==> run_1/clocks.png <==
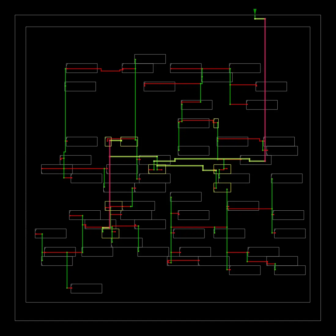
==> run_1/sizes.png <==
Scale bar: 20 µm.
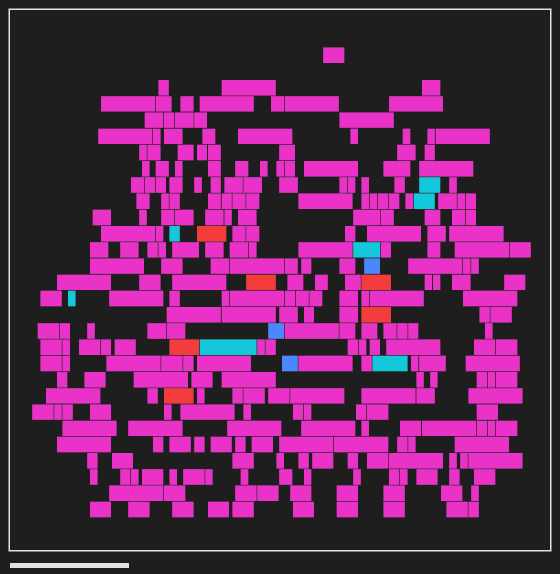
==> run_1/wires.png <==
Only two layers are drawn.
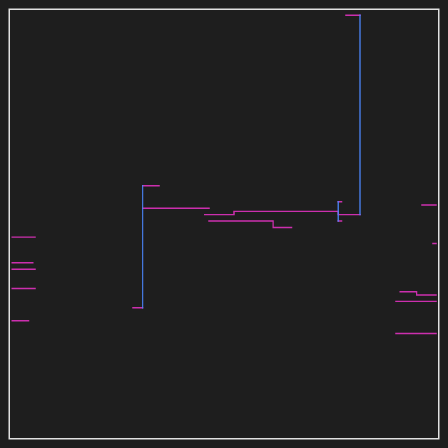
## src/rtl/led_pkg.sv

```systemverilog
// Shared definitions for the LED serial driver: FSM states, default
// timing constants and the colour reordering used when a pixel is captured.
package led_pkg;

  typedef enum logic [1:0] {
    IDLE = 2'd0,
    SEND = 2'd1,
    GAP  = 2'd2
  } led_state_e;

  localparam int DEF_T0H_CYC    = 40;
  localparam int DEF_T1H_CYC    = 80;
  localparam int DEF_BIT_CYC    = 125;
  localparam int DEF_LATCH_CYC  = 5000;
  localparam int BITS_PER_PIXEL = 24;

  // The strip wants green first, the selector delivers red first.
  function automatic logic [23:0] reorder_grb(input logic [23:0] rgb);
    return {rgb[15:8], rgb[23:16], rgb[7:0]};
  endfunction

endpackage

```

## src/rtl/led_bit_timer.sv

```systemverilog
// Cycle counter for one bit window: flags the last cycle of the high phase
// (length chosen by the current bit) and the last cycle of the window.
module led_bit_timer
  import led_pkg::*;
#(
  parameter int T0H_CYC = DEF_T0H_CYC,
  parameter int T1H_CYC = DEF_T1H_CYC,
  parameter int BIT_CYC = DEF_BIT_CYC
) (
  input  logic clk,
  input  logic rst,
  input  logic i_run,
  input  logic i_bit,
  output logic o_highEnd,
  output logic o_winEnd
);

  localparam int CW = $clog2(BIT_CYC);
  localparam logic [CW-1:0] T0_LAST  = CW'(T0H_CYC - 1);
  localparam logic [CW-1:0] T1_LAST  = CW'(T1H_CYC - 1);
  localparam logic [CW-1:0] WIN_LAST = CW'(BIT_CYC - 1);

  logic [CW-1:0] r_cnt;
  logic [CW-1:0] w_highLast;

  assign w_highLast = i_bit ? T1_LAST : T0_LAST;
  assign o_highEnd  = i_run && (r_cnt == w_highLast);
  assign o_winEnd   = i_run && (r_cnt == WIN_LAST);

  // Held at zero whenever not transmitting so each pixel starts at cycle 0.
  always_ff @(posedge clk or posedge rst) begin
    if (rst) begin
      r_cnt <= '0;
    end else if (!i_run || o_winEnd) begin
      r_cnt <= '0;
    end else begin
      r_cnt <= r_cnt + 1'b1;
    end
  end

endmodule

```

## src/rtl/led_serial_driver.sv

```systemverilog
// Serial LED strip driver: accepts one 24-bit pixel at a time, sends it as
// pulse-width coded bits and ends a frame with a latch period of low output.
module led_serial_driver
  import led_pkg::*;
#(
  parameter int T0H_CYC   = DEF_T0H_CYC,
  parameter int T1H_CYC   = DEF_T1H_CYC,
  parameter int BIT_CYC   = DEF_BIT_CYC,
  parameter int LATCH_CYC = DEF_LATCH_CYC
) (
  input  logic        clk,
  input  logic        rst,
  input  logic [23:0] light,
  input  logic        valid,
  output logic        ready,
  output logic        dout,
  output logic        frame_done
);

  if (!(T0H_CYC > 0 && T0H_CYC < T1H_CYC && T1H_CYC < BIT_CYC)) begin : g_bad_bit_timing
    $error("led_serial_driver: need 0 < T0H_CYC < T1H_CYC < BIT_CYC");
  end
  if (LATCH_CYC < 1) begin : g_bad_latch
    $error("led_serial_driver: need LATCH_CYC >= 1");
  end

  localparam int GW = $clog2(LATCH_CYC + 1);
  localparam logic [GW-1:0] GAP_LAST = GW'(LATCH_CYC - 1);
  localparam logic [4:0]    FIRST_BIT = 5'(BITS_PER_PIXEL - 1);

  led_state_e    r_state;
  logic [23:0]   r_shift;
  logic [4:0]    r_bitIdx;
  logic [GW-1:0] r_gapCnt;
  logic          r_dout;
  logic          r_ready;
  logic          r_frameDone;

  logic w_accept;
  logic w_run;
  logic w_highEnd;
  logic w_winEnd;

  assign w_accept = valid && r_ready;
  assign w_run    = (r_state == SEND);

  led_bit_timer #(
    .T0H_CYC (T0H_CYC),
    .T1H_CYC (T1H_CYC),
    .BIT_CYC (BIT_CYC)
  ) u_bit_timer (
    .clk       (clk),
    .rst       (rst),
    .i_run     (w_run),
    .i_bit     (r_shift[23]),
    .o_highEnd (w_highEnd),
    .o_winEnd  (w_winEnd)
  );

  // Acceptance is only possible while ready, so checking it first gives it
  // priority over GAP expiry and makes chaining restart cleanly at bit 23.
  always_ff @(posedge clk or posedge rst) begin
    if (rst) begin
      r_state     <= IDLE;
      r_shift     <= '0;
      r_bitIdx    <= '0;
      r_gapCnt    <= '0;
      r_dout      <= 1'b0;
      r_ready     <= 1'b1;
      r_frameDone <= 1'b0;
    end else begin
      r_frameDone <= 1'b0;
      if (w_accept) begin
        r_state  <= SEND;
        r_shift  <= reorder_grb(light);
        r_bitIdx <= FIRST_BIT;
        r_gapCnt <= '0;
        r_dout   <= 1'b1;
        r_ready  <= 1'b0;
      end else begin
        case (r_state)
          IDLE: begin
            r_dout <= 1'b0;
          end
          SEND: begin
            if (w_winEnd) begin
              if (r_bitIdx == 5'd0) begin
                r_state  <= GAP;
                r_dout   <= 1'b0;
                r_ready  <= 1'b1;
                r_gapCnt <= '0;
              end else begin
                r_shift  <= {r_shift[22:0], 1'b0};
                r_bitIdx <= r_bitIdx - 1'b1;
                r_dout   <= 1'b1;
              end
            end else if (w_highEnd) begin
              r_dout <= 1'b0;
            end
          end
          GAP: begin
            r_dout <= 1'b0;
            if (r_gapCnt == GAP_LAST) begin
              r_state     <= IDLE;
              r_gapCnt    <= '0;
              r_frameDone <= 1'b1;
            end else begin
              r_gapCnt <= r_gapCnt + 1'b1;
            end
          end
          default: begin
            r_state <= IDLE;
            r_dout  <= 1'b0;
            r_ready <= 1'b1;
          end
        endcase
      end
    end
  end

  assign ready      = r_ready;
  assign dout       = r_dout;
  assign frame_done = r_frameDone;

endmodule
```

## config.mk

```make
export PLATFORM = sky130hd
export DESIGN_NAME = led_serial_driver
export DESIGN_NICKNAME = d
export VERILOG_FILES = /design/src/rtl/led_pkg.sv /design/src/rtl/led_bit_timer.sv /design/src/rtl/led_serial_driver.sv
export SDC_FILE = /design/constraint.sdc
export NUM_CORES = 1
export LEC_CHECK = 0
export CORE_MARGIN = 3
export CORE_UTILIZATION = 38
export DETAILED_ROUTE_END_ITERATION = 10
export SYNTH_ARGS = -nofsm -noshare
export SYNTH_HDL_FRONTEND = slang
export SYNTH_SLANG_ARGS = --single-unit
export TNS_END_PERCENT = 50
```

## constraint.sdc

```tcl
create_clock -name clk -period 4.41 [get_ports clk]
set_input_delay 0.882 -clock clk [delete_from_list [all_inputs] [get_ports clk]]
set_output_delay 0.882 -clock clk [all_outputs]
set_load 0.02 [all_outputs]
```

==> impl_metrics.env, run 1 <==
# source this file to load flow results
export IMPL_outcome="complete, no violations"
export IMPL_drc=0
export IMPL_hp_class="flip-flop to flip-flop"
export IMPL_yosys_stat_seqShare_pct=49.8
export IMPL_topCellsByArea="dfrtp_1 49%, mux2i_1 8.5%, o21ai_0 5.3%, nand2_1 5.3%, nand3_1 2.2%"
export IMPL_drv_cap=0
export IMPL_power_frac_comb_pct=13.6
export IMPL_clock_path_buffers=2
export IMPL_clock_cell_area_share_pct=2.89
export IMPL_path_common_cell="nand2_1"
export IMPL_rows=30
export IMPL_path_class="primary input to flip-flop"
export IMPL_top_usage_layer="met2"
export IMPL_cts_tree="yes"
export IMPL_netlist_instances=276
export IMPL_required_ns=4.63
export IMPL_coreArea_um2=6870
export IMPL_cp_slowest_cell="and2_1"
export IMPL_taps=96
export IMPL_highest_layer="met4"
export IMPL_hold_path_depth=1
export IMPL_overflow=0
export IMPL_root_buffer="clkbuf_8"
export IMPL_worstMarginPinSlew_ns=0.803
export IMPL_fmax_ghz=0.412
export IMPL_power_leader="registers"
export IMPL_top_logic_kind="simple AND/OR/NAND/NOR gates"
export IMPL_reg2reg_to="r_gapCnt[12]"
export IMPL_ant_nets=0
export IMPL_comb_area_um2=1240
export IMPL_power_density_nw_per_um2=337
export IMPL_whs_ns=0.490
export IMPL_gr_usage_met1_pct=17.9
export IMPL_comb_area_share_pct=39.2
export IMPL_drt_iter0_drc=99
export IMPL_logic_gate_count=193
export IMPL_top_regs="r_shift (24), r_gapCnt (13), u_bit_timer.r_cnt (7)"
export IMPL_grt_pass1_vias=2106
export IMPL_pg_comb_mw=0.144
export IMPL_place_ws_ns=1.67
export IMPL_post_cts_resized=0
export IMPL_gp_congestion=0.789
export IMPL_syn_area_per_cell_um2=9.84
export IMPL_layout_setup_ws_ns=1.98
export IMPL_finalPower_mw=1.06
export IMPL_yosys_area_top_type_share_pct=48.8
export IMPL_arrival_ns=2.65
export IMPL_synth_area_um2=2720
export IMPL_n_clock_buffer=7
export IMPL_finalHoldViolCount=0
export IMPL_cp_top_family="simple AND/OR/NAND/NOR gates"
export IMPL_p_seq_share_pct=59.5
export IMPL_p_sw_share_pct=26.1
export IMPL_seq_area_share_pct=42.8
export IMPL_cp_endpoint="r_gapCnt[12]"
export IMPL_fin_cells=395
export IMPL_largest_class="flip-flops and latches"
export IMPL_syn_num_nets=307
export IMPL_switchingPower_mw=0.278
export IMPL_clock_skew_ns=0.0111
export IMPL_clock_sinks=54
export IMPL_xor_share_pct=2.26
export IMPL_startpoint="valid"
export IMPL_holdPathEnd="r_bitIdx[4]"
export IMPL_yosysChipArea_um2=2720
export IMPL_crit_buf_inv=1
export IMPL_maxSlewViolCount=0
Back to the opening pictures, clocks.png:
clk_lat worst skew: 0.31 ns
Flop Count: 54

Back to the opening pictures, sizes.png:
_6 and larger -> red  # cells 6, most used clkbuf_8
_3 and _4 cells -> blue  # cells 3, most used buf_4
_2 cells -> cyan  # cells 7
_0 and _1 cells -> magenta  # cells 283, most used dfrtp_1

Back to the opening pictures, wires.png:
metal 3 -> magenta  # wire length 128 µm
metal 4 -> blue  # wire length 72.1 µm
DR WL/cell: 13.4 µm
Tot GR Track Use: 13.8%
final WL: 5290 µm

==> run_1/layer_met1.png <==
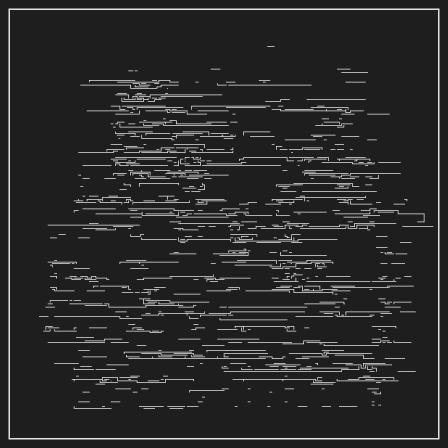

==> run 2, diff against run 1 <==
- clock period: 4.41 -> 2 ns (I/O delays scaled with it)
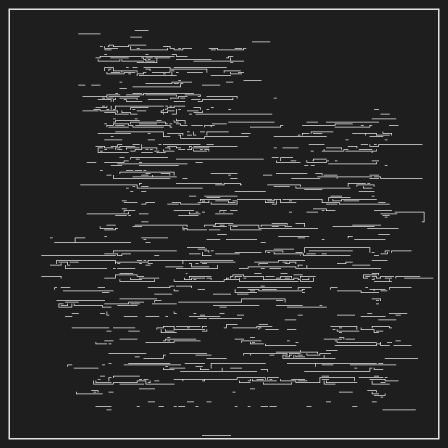
(run_2/layer_met1.png)
share of all routed wire = 47%
wire length on this layer = 2,600 µm
nets with wire on the layer = 315
main direction = horizontal
longest straight run = 18.9 µm
final WL: 5530 µm
Vias: 2,141
met1 global-route usage: 20.4%

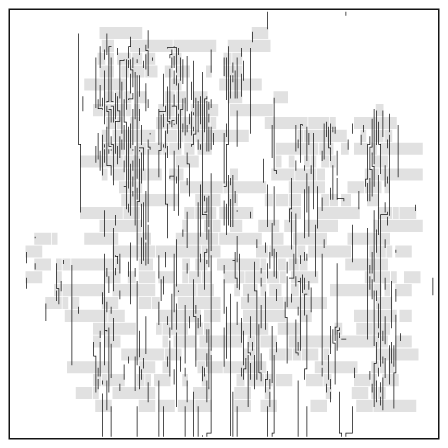
(run_2/layer_met2.png)
Cells faint in the background.
nets with wire on the layer = 285
main direction = vertical
wire length on this layer = 2,680 µm
longest straight run = 32.1 µm

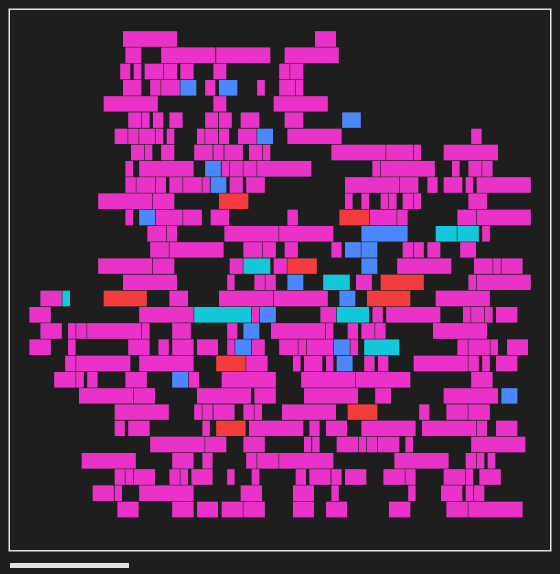
(run_2/sizes.png)
Scale bar: 20 µm.
_0 and _1 cells -> magenta  # cells 279, most used dfrtp_1
_6 and larger -> red  # cells 9, most used clkbuf_8
_2 cells -> cyan  # cells 8
_3 and _4 cells -> blue  # cells 20, most used buf_4

==> run 2 against run 1 <==
  * Global-route usage grew 1.0 points
  * Setup slack worse by 1.9 ns
  * Critical path depth is 4 lower
  * Clock power grew 130%
  * Via count is 3.1% higher
  * Sequential share of layout area decreased by 2.5 points
  * Combinational power up 130%
  * Flip-flop count is the same
  * Synthesized cell count did not move
  * Power is 120% higher
  * Final cell count up 4.3%
  * Critical endpoint is now ready
  * Largest power group unchanged
==> impl_metrics.env, run 2 <==
# source this file to load flow results
export IMPL_yosys_stat_seqShare_pct=49.8
export IMPL_netlist_instances=276
export IMPL_outcome="complete, no violations"
export IMPL_clock_path_buffers=2
export IMPL_taps=96
export IMPL_drv_cap=0
export IMPL_layout_setup_ws_ns=0.109
export IMPL_grt_use_total_pct=14.8
export IMPL_topCellsByArea="dfrtp_1 49%, mux2i_1 8.5%, o21ai_0 5.3%, nand2_1 5.3%, nand3_1 2.2%"
export IMPL_synth_area_um2=2720
export IMPL_fin_cells=412
export IMPL_crit_buf_inv=1
export IMPL_syn_area_per_cell_um2=9.84
export IMPL_whs_ns=0.398
export IMPL_power_leader="registers"
export IMPL_startpoint="ready"
export IMPL_power_frac_comb_pct=14.1
export IMPL_seq_area_share_pct=40.3
export IMPL_clock_sinks=54
export IMPL_coreArea_um2=6870
export IMPL_syn_num_nets=307
export IMPL_ant_nets=0
export IMPL_pg_comb_mw=0.335
export IMPL_path_class="flip-flop to primary output"
export IMPL_required_ns=1.60
export IMPL_xor_share_pct=2.26
export IMPL_nFlopsAndLatches=54
export IMPL_power_density_nw_per_um2=709
export IMPL_top_usage_layer="met2"
export IMPL_arrival_ns=1.49
export IMPL_hp_class="primary input to async pin"
export IMPL_routedWlPerCell_um=13.4
export IMPL_logic_gate_count=193
export IMPL_rows=30
export IMPL_largest_class="flip-flops and latches"
export IMPL_post_cts_resized=1
export IMPL_finalPower_mw=2.38
export IMPL_cp_top_family="buffers and inverters"
Power figures rest on the tool's default switching activity, not on a simulated workload.
